Signal wires on met1:
Scale bar: 20 um. Supply wires on this layer in grey.
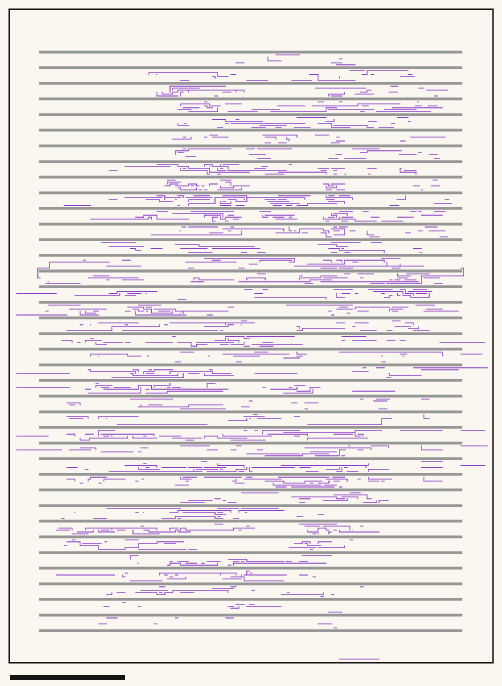
M2 wires:
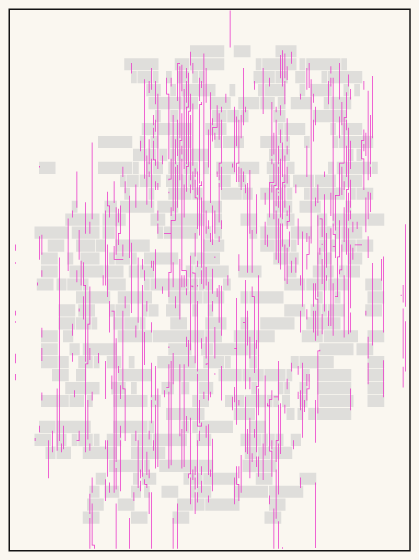
===== src/rtl/bcd_7seg_scanner.sv =====
// bcd_7seg_scanner
//   Time-multiplexed 7-segment driver for packed BCD score digits. One digit
//   is scanned per refresh slot; all digits and decimal points are captured
//   into a shadow copy once per frame so counter ripple never tears the
//   displayed value. Supports leading-zero blanking, a dash for invalid BCD
//   codes, and PWM dimming within each slot.
//
// Ports
//   clk         system clock
//   reset       synchronous, active-low
//   bcd_in      packed BCD digits, [3:0] = digit 0 (least significant)
//   dp_in       decimal point request per digit
//   brightness  PWM level, 0 = dimmest, 15 = full
//   seg         segments, bit0 = a .. bit6 = g
//   dp          decimal point segment
//   an          digit enables, bit k selects digit k
//   frame_tick  one-cycle pulse when a new snapshot is loaded
module bcd_7seg_scanner #(
  parameter int NUM_DIGITS     = 4,
  parameter int REFRESH_DIV    = 1000,
  parameter int ACTIVE_LOW_OUT = 1,
  parameter int BLANK_LEADING  = 1
) (
  input  logic                    clk,
  input  logic                    reset,
  input  logic [4*NUM_DIGITS-1:0] bcd_in,
  input  logic [NUM_DIGITS-1:0]   dp_in,
  input  logic [3:0]              brightness,
  output logic [6:0]              seg,
  output logic                    dp,
  output logic [NUM_DIGITS-1:0]   an,
  output logic                    frame_tick
);

  localparam int unsigned PW = $clog2(REFRESH_DIV);
  localparam int unsigned IW = $clog2(NUM_DIGITS);
  // p*16 and (brightness+1)*REFRESH_DIV both fit in PW+5 bits
  localparam int unsigned LW = PW + 5;
  localparam logic        INV    = (ACTIVE_LOW_OUT != 0);
  localparam logic [PW-1:0] P_LAST = PW'(REFRESH_DIV - 1);
  localparam logic [IW-1:0] I_LAST = IW'(NUM_DIGITS - 1);
  localparam logic [LW-1:0] DIV_W  = LW'(REFRESH_DIV);

  logic [PW-1:0]           p;
  logic [IW-1:0]           i;
  logic [4*NUM_DIGITS-1:0] sh_bcd;
  logic [NUM_DIGITS-1:0]   sh_dp;
  logic                    primed;

  logic                  p_wrap;
  logic                  frame_end;
  logic                  lit;
  logic [LW-1:0]         p_scaled;
  logic [LW-1:0]         thresh;
  logic [3:0]            cur;
  logic [6:0]            pat;
  logic                  zero_run;
  logic [NUM_DIGITS-1:0] blank;
  logic [NUM_DIGITS-1:0] onehot;

  always_comb begin
    p_wrap    = (p == P_LAST);
    frame_end = p_wrap && (i == I_LAST);

    // Lit when past the anti-ghost cycle and inside the PWM window
    p_scaled = {1'b0, p, 4'b0000};
    thresh   = (LW'(brightness) + LW'(1)) * DIV_W;
    lit      = (p != '0) && (p_scaled < thresh);

    cur = sh_bcd[i*4 +: 4];
    unique case (cur)
      4'd0:    pat = 7'b0111111;
      4'd1:    pat = 7'b0000110;
      4'd2:    pat = 7'b1011011;
      4'd3:    pat = 7'b1001111;
      4'd4:    pat = 7'b1100110;
      4'd5:    pat = 7'b1101101;
      4'd6:    pat = 7'b1111101;
      4'd7:    pat = 7'b0000111;
      4'd8:    pat = 7'b1111111;
      4'd9:    pat = 7'b1101111;
      default: pat = 7'b1000000;
    endcase

    // Walk down from the top digit; a digit is blanked while every digit
    // at or above it is exactly zero. Digit 0 is never blanked.
    blank    = '0;
    zero_run = 1'b1;
    for (int unsigned k = NUM_DIGITS - 1; k >= 1; k--) begin
      zero_run = zero_run && (sh_bcd[k*4 +: 4] == 4'd0);
      blank[k] = (BLANK_LEADING != 0) && zero_run;
    end

    onehot = NUM_DIGITS'(1) << i;
  end

  always_ff @(posedge clk) begin
    if (!reset) begin
      p          <= '0;
      i          <= '0;
      sh_bcd     <= '0;
      sh_dp      <= '0;
      primed     <= 1'b0;
      frame_tick <= 1'b0;
      seg        <= {7{INV}};
      dp         <= INV;
      an         <= {NUM_DIGITS{INV}};
    end else begin
      p <= p_wrap ? '0 : p + 1'b1;
      if (p_wrap) begin
        i <= (i == I_LAST) ? '0 : i + 1'b1;
      end

      frame_tick <= 1'b0;
      if (!primed || frame_end) begin
        sh_bcd     <= bcd_in;
        sh_dp      <= dp_in;
        primed     <= 1'b1;
        frame_tick <= 1'b1;
      end

      an  <= (lit ? onehot : '0) ^ {NUM_DIGITS{INV}};
      seg <= ((lit && !blank[i]) ? pat : 7'd0) ^ {7{INV}};
      dp  <= (lit && sh_dp[i]) ^ INV;
    end
  end

endmodule


===== config.mk =====
export PLATFORM = sky130hd
export DESIGN_NAME = bcd_7seg_scanner
export DESIGN_NICKNAME = d
export VERILOG_FILES = /design/src/rtl/bcd_7seg_scanner.sv
export SDC_FILE = /design/constraint.sdc
export NUM_CORES = 1
export LEC_CHECK = 0
export CORE_ASPECT_RATIO = 1.4
export CORE_MARGIN = 5
export CORE_UTILIZATION = 41
export DETAILED_ROUTE_END_ITERATION = 10
export GPL_TIMING_DRIVEN = 0
export SLEW_MARGIN = 20
export SYNTH_ARGS = -nofsm -noshare
export SYNTH_HDL_FRONTEND = slang
export SYNTH_SLANG_ARGS = --single-unit

===== constraint.sdc =====
create_clock -name clk -period 10.73 [get_ports clk]
set_input_delay 2.146 -clock clk [delete_from_list [all_inputs] [get_ports clk]]
set_output_delay 2.146 -clock clk [all_outputs]
set_load 0.02 [all_outputs]

==> ci_impl_report.md <==
### Yosys + OpenROAD results

| Metric | Value |
|---|---|
| DRC viols | `0` |
| Final GP Congestion | `about 0.81` |
| Largest area contributor in the netlist | `dfxtp_1` |
| CTS tree | `yes` |
| Synth Seq Share | `slightly below 30%` |
| DRT Pass-1 Iters | `4` |
| Max-area cell share | `29.4%` |
| Final Cycle Share | `between 70% and 80%` |
| Outcome | `finished clean` |
| Crit path capture type | `flop` |
| Synth Area per Inst | `9.32 um^2` |
| GR Overflow Total | `0` |
| Setup Skew | `6.32 ps` |
| Area Growth Syn to Fin | `19.7%` |
| Critical path data arrival time | `approximately 7800 ps` |
| WL/cell | `between 10 and 15 um` |
| # IOs | `39` |
| Rows | `37` |
| Final antenna-violating net count | `0` |
| Postcts setup bufs | `0` |
| Tool warning count | `40` |
| Yosys Chip Area | `~0.0031 mm^2` |
| Core Density at Floorplan | `42.3%` |
| Port bufs | `38` |
| Simple-Gate Area Share | `17.0%` |
| CP Data Required Time | `between 10000 and 15000 ps` |
| CTS Buffer Depth | `2` |
| Hold Vio Cnt, Final | `0` |
| Commonest flop | `dfxtp_1` |
| Area contributors post-synth | `dfxtp_1 (29%), ha_1 (16%), fa_1 (6.4%)` |
| Fillers | `739` |
| Yosys reg bits | `about 46` |
| Final min period | `just under 8000 ps` |
| Clk slew on worst S/H paths | `about 80 ps` |
| Antenna cells | `0` |
| Vias in the first global route | `about 2400` |
| Worst min-delay path class | `reg2reg` |
| Synth Area in Compound Gates | `a little over an eighth` |
| Synth Cell Area | `approximately 0.0031 mm^2` |
| Worst Setup Start Kind | `input port` |
| Total Negative Setup Slacks | `0 ps` |
| DR vias/cell | `4.85` |
| Largest net degree at the start of global routing | `16` |
| First-pass GRT wire length | `about 11000 um` |
| Syn nets | `413` |
| Slew Limit Fails | `0` |
| Mux share | `4.88%` |
| EDFF count, synth | `0` |
| Fraction of layout cells with a size suffix above 1 | `roughly 16%` |
| Chip Height | `roughly 110 um` |
| Total die size | `roughly 0.0095 mm^2` |
| # Max-Cap Violations | `0` |
| Final instance area | `roughly 0.0037 mm^2` |
| CP max FO | `10` |
| Post-cts hold-fix buffer tally | `0` |
| Slew margin rel. | `58.0%` |
| Number of antenna violations at the first check in global routing | `0` |
| Core area | `roughly 0.0074 mm^2` |
| Total CTS buffers | `5` |
| Synth Instances | `about 340` |
| Pleak | `around 0.0016 uW` |
| Root Buffer | `clkbuf_8` |
| Most frequent cells in the layout | `dfxtp_1 (46), ha_1 (41), clkdlybuf4s50_1 (38), inv_1 (37), nand2_1 (32)` |
| Slew @ Worst Pin | `about 630 ps` |
| Post-Synth XOR/XNOR Area | `around 4.8%` |
| Synth cell types | `approximately 47` |
| Max Clk Rate | `0.130 GHz` |
| 1st-iter DRT viols | `between 40 and 50` |
| Clk sinks | `~46` |
| Synth Area in Adders | `approximately 23%` |
| Power per Cell Area | `roughly 140 mW/mm^2` |
| Total GRT Usage | `approximately 14%` |
| Post-synth ARST share | `0%` |
| Unrepaired setup endpoints after global routing | `no` |
| DPL Wire Length | `between 5000 and 6000 um` |
| Top logic family | `adder cells` |
| H-tree levels | `2` |
| Crit Path Category | `in2reg` |
| Yosys warning total | `0` |
| Chip Width | `roughly 84 um` |
| Yosys cell count | `between 300 and 400` |
| Placed cell areas | `roughly 0.0036 mm^2` |
| Peak supply drop | `0.0000943 V` |
| # setup viols final | `0` |
| Post_cts resized | `0` |
| Clk latency late pin | `roughly 300 ps` |
| Layout net count | `458` |
| Commonest Layout Cell | `dfxtp_1` |
-- 'signal wires on met1' (at the start) --
main direction	horizontal
wire length on this layer	2750 um
via count: 2322
Total Wirelength: 6140 um
met1 GRT Util: 16.5%

-- 'M2 wires' (at the start) --
wire length on this layer	3120 um
main direction	vertical
met2 Use GR: 25.0%

-- through the flow --
stage | worst slack, ps | power (uW) | util [%] | hold WS (ps) | cells
6_report | 3040 | 511 | 50.6 | 463 | 479
5_1_grt | 2630 | 556 | 50.6 | 491 | 479
4_1_cts | 2960 | 518 | 50.6 | 467 | 479
3_5_place_dp | 2660 | 389 | 49.0 | 451 | 471
3_3_place_gp | 2750 | 385 | 49.0 | 448 | 471
2_1_floorplan | 4240 | 336 | - | 437 | 336
-- path summary, 6_finish.rpt --
check                                            from                     to  slack [ps]  cells after the start
worst max-delay path                    brightness[0]       an[3]$_SDFF_PN1_        3040                     19
worst min register to register  sh_dp[2]$_SDFFE_PN0P_  sh_dp[2]$_SDFFE_PN0P_         460                      2
worst max register to register        p[0]$_SDFF_PP0_      seg[0]$_SDFF_PN1_        8610                      7
worst min-delay path            sh_dp[2]$_SDFFE_PN0P_  sh_dp[2]$_SDFFE_PN0P_         460                      2
-- final cells by class --
cell class              count  area (um^2)  share of cell area, %
plain buffers              11         93.8                   2.51
clock buffers               5         68.8                   1.84
clock inverters             3         45.0                   1.20
inverters                  38          143                   3.81
multi-input cells         241         1970                   52.7
flip-flops and latches     46          921                   24.6
well taps                  97          121                   3.24
repair buffers             38          380                   10.2
-- metal layers --
layer | global-route usage [%] | routed length (um) | vias up
met2 | 25.0 | 3120 | 40
met3 | 2.75 | 197 | 6
li1 | - | - | 1215
met1 | 16.5 | 2750 | 1061
met4 | 3.76 | 78 | 0
met5 | 0 | 0 | -
-- Yosys cell counts (2+ instances only) --
cell and n:
o21a_1 2, nand2_1 32, nand2b_1 3, and2_1 3, and3_1 2, a31oi_1 3, nor2_1 19, clkbuf_1 2
nand2_2 16, o21ai_0 10, nor4_1 2, a211oi_1 2, nor3_1 4, dfxtp_1 46, a21oi_1 9, buf_6 6
and3_2 2, mux4_2 5, mux2i_1 4, or4_1 2, o211ai_1 3, xor2_1 7, inv_1 37, nand3_1 15
ha_1 41, a21oi_2 20, fa_1 10, xnor2_1 10
-- power by group --
| group | internal (uW) | leakage [uW] | switching, uW | total, uW |
|---|---|---|---|---|
| registers | 179 | 0.000378 | 5.53 | 185 |
| clock network | 69.3 | 0.0000504 | 59.1 | 128 |
| logic | 90.7 | 0.00116 | 107 | 198 |
| total | 339 | 0.00159 | 172 | 511 |
-- critical path, stage by stage --
cell and delay (ps):
clkdlybuf4s50_1 760, ha_1 280, xor2_1 330, inv_1 200, fa_1 570, fa_1 550, fa_1 550, inv_1 40
ha_1 210, a211oi_1 340, o21bai_1 130, a21oi_1 180, xor2_1 170, ha_1 260, a2111o_1 360, a211oi_1 270
or4b_4 210, buf_6 130, nand3_1 120
-- flip-flops by register name (all words and copies together), names as in the netlist --
| register | cells |
|---|---|
| sh_bcd | 16 |
| frame_tick | 1 |
| seg | 7 |
| an | 4 |
| sh_dp | 4 |
| primed | 1 |
| i | 2 |
| p | 10 |
| dp | 1 |
-- cell families after synthesis --
| family | count (synthesis) |
|---|---|
| and+or+nand+nor | 106 |
| AOI/OAI and AO/OA | 58 |
| adders and majority gates | 51 |
| buffers and inverters | 49 |
| DFF | 46 |
| xor gates and xnor gates | 17 |
| muxes | 9 |
No activity file was given, so power comes from the tool's default toggle rates.
